## src/rtl/meter_time_adder.sv

```systemverilog
// Parking-meter time register: synchronizes coin/reset buttons, adds or loads seconds with saturation,
// and reloads from the decrementer on each tick. Optional press lockout is enabled by `define LOCKOUT_EN.
module meter_time_adder #(
  parameter int WIDTH       = 16,
  parameter int MAX_TIME    = 9999,
  parameter int AMT0        = 50,
  parameter int AMT1        = 150,
  parameter int AMT2        = 200,
  parameter int AMT3        = 500,
  parameter int RST_A       = 10,
  parameter int RST_B       = 205,
  parameter int LOCK_CYCLES = 4
) (
  input  logic             clk,
  input  logic             rst_n,
  input  logic             tick_1s,
  input  logic [WIDTH-1:0] dec_value,
  input  logic [3:0]       btn_add,
  input  logic             btn_rst_a,
  input  logic             btn_rst_b,
  output logic [WIDTH-1:0] adder_value,
  output logic             add_ack,
  output logic             saturated,
  output logic             expired
);

  typedef enum logic [1:0] {IDLE, APPLY, HOLD} state_t;

  localparam logic [WIDTH-1:0] MAX_V   = WIDTH'(MAX_TIME);
  localparam logic [WIDTH:0]   MAX_W   = (WIDTH+1)'(MAX_TIME);
  localparam logic [2:0]       OP_RSTA = 3'd4;
  localparam logic [2:0]       OP_RSTB = 3'd5;

  state_t           state_reg;
  logic [5:0]       btn_all;
  logic [5:0]       sync1_reg, sync2_reg, sync3_reg;
  logic [5:0]       rise;
  logic [2:0]       op_reg, op_next;
  logic [WIDTH-1:0] adder_value_reg, value_next;
  logic [WIDTH-1:0] dec_clamped, base;
  logic [WIDTH:0]   amt, sum;
  logic             add_ack_reg, saturated_reg, expired_reg;

  // Bit order matches priority: highest index wins.
  assign btn_all = {btn_rst_b, btn_rst_a, btn_add};
  assign rise    = sync2_reg & ~sync3_reg;

  always_comb begin
    op_next = 3'd0;
    for (int i = 0; i < 6; i++) begin
      if (rise[i]) op_next = 3'(i);
    end
  end

  always_comb begin
    case (op_reg)
      3'd0:    amt = (WIDTH+1)'(AMT0);
      3'd1:    amt = (WIDTH+1)'(AMT1);
      3'd2:    amt = (WIDTH+1)'(AMT2);
      default: amt = (WIDTH+1)'(AMT3);
    endcase
  end

  assign dec_clamped = (dec_value > MAX_V) ? MAX_V : dec_value;
  // A tick landing on the APPLY cycle is folded in by adding to the decremented value.
  assign base        = tick_1s ? dec_clamped : adder_value_reg;
  assign sum         = {1'b0, base} + amt;

  always_comb begin
    value_next = adder_value_reg;
    if (state_reg == APPLY) begin
      if (op_reg == OP_RSTB)      value_next = WIDTH'(RST_B);
      else if (op_reg == OP_RSTA) value_next = WIDTH'(RST_A);
      else if (sum > MAX_W)       value_next = MAX_V;
      else                        value_next = sum[WIDTH-1:0];
    end else if (tick_1s) begin
      value_next = dec_clamped;
    end
  end

`ifdef LOCKOUT_EN
  localparam int CNT_W = $clog2(LOCK_CYCLES + 1);
  logic [CNT_W-1:0] lock_cnt_reg;
`endif

  always_ff @(posedge clk or negedge rst_n) begin
    if (!rst_n) begin
      state_reg       <= IDLE;
      sync1_reg       <= '0;
      sync2_reg       <= '0;
      sync3_reg       <= '0;
      op_reg          <= '0;
      adder_value_reg <= '0;
      add_ack_reg     <= 1'b0;
      saturated_reg   <= 1'b0;
      expired_reg     <= 1'b1;
`ifdef LOCKOUT_EN
      lock_cnt_reg    <= '0;
`endif
    end else begin
      sync1_reg       <= btn_all;
      sync2_reg       <= sync1_reg;
      sync3_reg       <= sync2_reg;
      adder_value_reg <= value_next;
      saturated_reg   <= (value_next == MAX_V);
      expired_reg     <= (value_next == '0);
      add_ack_reg     <= (state_reg == APPLY);
      case (state_reg)
        IDLE: begin
          if (|rise) begin
            op_reg    <= op_next;
            state_reg <= APPLY;
          end
        end
        APPLY: begin
`ifdef LOCKOUT_EN
          lock_cnt_reg <= '0;
          state_reg    <= HOLD;
`else
          state_reg    <= IDLE;
`endif
        end
        HOLD: begin
`ifdef LOCKOUT_EN
          // Any synced button high restarts the quiet-time count.
          if (|sync2_reg) begin
            lock_cnt_reg <= '0;
          end else if (lock_cnt_reg == CNT_W'(LOCK_CYCLES - 1)) begin
            lock_cnt_reg <= '0;
            state_reg    <= IDLE;
          end else begin
            lock_cnt_reg <= lock_cnt_reg + 1'b1;
          end
`else
          state_reg <= IDLE;
`endif
        end
        default: state_reg <= IDLE;
      endcase
    end
  end

  assign adder_value = adder_value_reg;
  assign add_ack     = add_ack_reg;
  assign saturated   = saturated_reg;
  assign expired     = expired_reg;

endmodule

```

## config.mk

```make
export PLATFORM = sky130hd
export DESIGN_NAME = meter_time_adder
export DESIGN_NICKNAME = d
export VERILOG_FILES = /design/src/rtl/meter_time_adder.sv
export SDC_FILE = /design/constraint.sdc
export NUM_CORES = 1
export LEC_CHECK = 0
export CAP_MARGIN = 20
export CORE_MARGIN = 3
export CORE_UTILIZATION = 57
export CTS_CLUSTER_DIAMETER = 120
export DETAILED_ROUTE_END_ITERATION = 16
export PLACE_DENSITY = 0.85
export SLEW_MARGIN = 10
export SYNTH_ARGS = -nofsm -noshare
export SYNTH_HDL_FRONTEND = slang
export SYNTH_SLANG_ARGS = --single-unit
```

## constraint.sdc

```tcl
create_clock -name clk -period 5.7 [get_ports clk]
set_clock_uncertainty 0.05 [all_clocks]
set_input_delay 0.855 -clock clk [delete_from_list [all_inputs] [get_ports clk]]
set_output_delay 0.855 -clock clk [all_outputs]
set_load 0.01 [all_outputs]
```

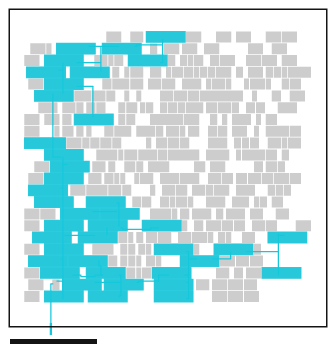
io_fan.png
Scale bar: 20 um.
- rst_n: cyan (direction input; edge south; end cells 41; buffers 1; wire 214 um)

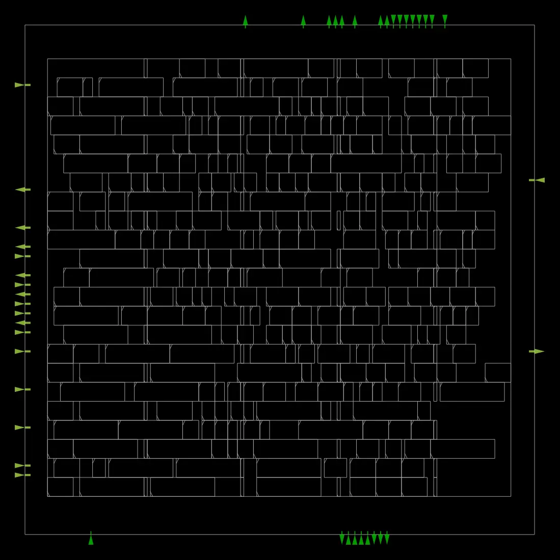
placement.png
filler cell count: 309
FP Rows: 23
Finished Layout Cells: 355
flop count: 41
Core Footprint: 4140 um^2

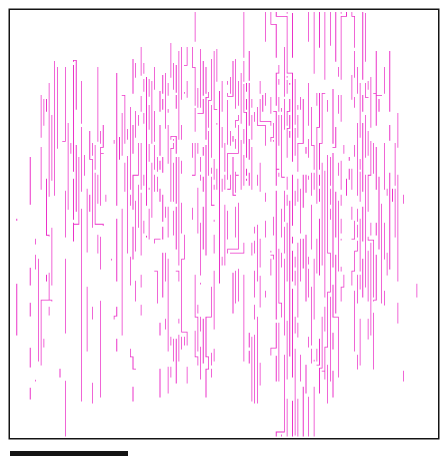
layer_met2.png
Scale bar: 20 um.
- share of all routed wire: 47%
- longest straight run: 32.6 um

==> run_results.csv <==
group,metric,value,unit
synth,most_common_cell,"dfrtp_1",
synth,ys_sh_simple,19.5,%
synth,logic_family,"AND-OR/OR-AND gates",
worst_setup_path,crit_type,"primary input to flop",
final_timing,fmax,184,MHz
layout,final_util,75.5,%
power,combPwrFrac,63.5,%
clock_network,cts_buffers,5,
grt,grt_pass1_vias,2150,
final_timing,worst_hold_slack,0.306,ns
outcome,status,"finished clean",
clock_network,cts.repair.resized,0,
synth,synth_cells,258,
synth,ys_seq_share,40.3,%
job,cap_violations,0,
clock_network,cts_tree,"done",
worst_setup_path,reg2reg_depth,11,
floorplan,pin_count,44,
worst_setup_path,cp.arrival,5.59,ns
synth,fa_ha_area_share,4.72,%
synth,top_area_share,39.3,%
power,clkPwrFrac,11.7,%
layout,largest_reg_flops,16,
floorplan,die_area,5300,um^2
layout,nets,338,
detailed_routing,vias,2269,
clock_network,htree_levels,2,
floorplan,initCoreUtil,61.4,%
synth,ys_warn_count,0,
==> per-stage QoR <==
stage,power (mW),setup WS (ns)
6_report,1.71,0.266
2_1_floorplan,1.16,0.942
4_1_cts,1.69,0.298
5_1_grt,1.83,0.0225
3_5_place_dp,1.48,0.0246
3_3_place_gp,1.46,0.154
==> cells in the final DEF (no fill, tap or decap), types with 3 or more instances in the layout <==
cell type	synthesis	layout
or3_1	6	6
o211ai_1	3	3
nand3_1	7	7
xnor2_1	7	7
clkbuf_8	0	5
xor2_1	4	4
and2_1	3	3
a41o_1	3	3
nand2_1	12	12
o21ai_0	9	9
or2_2	3	3
a211o_1	3	3
a22o_1	5	5
o22ai_1	5	5
a211oi_1	4	4
o22a_1	4	4
clkdlybuf4s50_1	0	42
inv_1	13	13
nand2b_1	8	8
buf_4	0	5
o21a_1	3	3
nor3_1	9	8
dfrtp_1	40	40
nor2_1	17	17
ha_1	8	8
a21oi_1	16	16
a21o_1	8	8
a31oi_1	4	4
==> cell families (layout without fill, tap and decap cells) <==
logic type               after synthesis  count (layout)
flip-flops                            41              41
XOR/XNOR                              11              11
multiplexers                           3               3
adder cells (fa/ha/maj)                9               9
AND-OR/OR-AND                         88              88
AND/OR/NAND/NOR                       84              84
buffers and inverters                 22              69
==> final timing paths <==
check	end	slack (ns)
worst max-delay path	expired$_DFF_PN1_	0.27
worst min-delay path	sync2_reg[2]$_DFF_PN0_	0.31
worst max register to register	saturated$_DFF_PN0_	1.73
worst min register to register	sync2_reg[2]$_DFF_PN0_	0.31
max in group asynchronous	adder_value[10]$_DFF_PN0_	4.46
min in group asynchronous	sync1_reg[1]$_DFF_PN0_	0.62
==> cell type report <==
| cell class | instances | area [um^2] |
|---|---|---|
| Fill cell | 309 | 1020 |
| Multi-Input combinational cell | 195 | 1430 |
| Clock buffer | 5 | 68.8 |
| Inverter | 13 | 48.8 |
| Sequential cell | 41 | 1030 |
| Clock inverter | 3 | 28.8 |
| Timing Repair Buffer | 48 | 463 |
| Tap cell | 50 | 62.6 |
==> worst reg2reg max path, stage by stage (launching register included) <==
cell and delay (ns):
dfrtp_1 0.48, or3_1 0.39, ha_1 0.39, a21o_1 0.25, a22o_1 0.24, a211oi_1 0.50
nand3b_1 0.13, a211oi_1 0.58, nor3_1 0.16, a21o_1 0.21, a21oi_1 0.27, and4_1 0.25
==> routing by layer <==
| metal | wire length, um | global-route usage (%) | vias up |
|---|---|---|---|
| met3 | 526 | 6.89 | 6 |
| met5 | 0 | 0 | - |
| met2 | 3000 | 38.8 | 98 |
| li1 | - | - | 1068 |
| met4 | 72 | 7.79 | 0 |
| met1 | 2790 | 35.0 | 1097 |
==> power by group through the flow <==
stage | Sequential [mW] | Combinational (mW) | Clock (mW)
after floorplan | 0.414 | 0.749 | 0
after global placement | 0.424 | 1.04 | 0
after detailed placement | 0.426 | 1.06 | 0
after CTS | 0.421 | 1.06 | 0.206
after global routing | 0.432 | 1.18 | 0.221
final | 0.424 | 1.09 | 0.201
Power figures rest on the tool's default switching activity, not on a simulated workload.
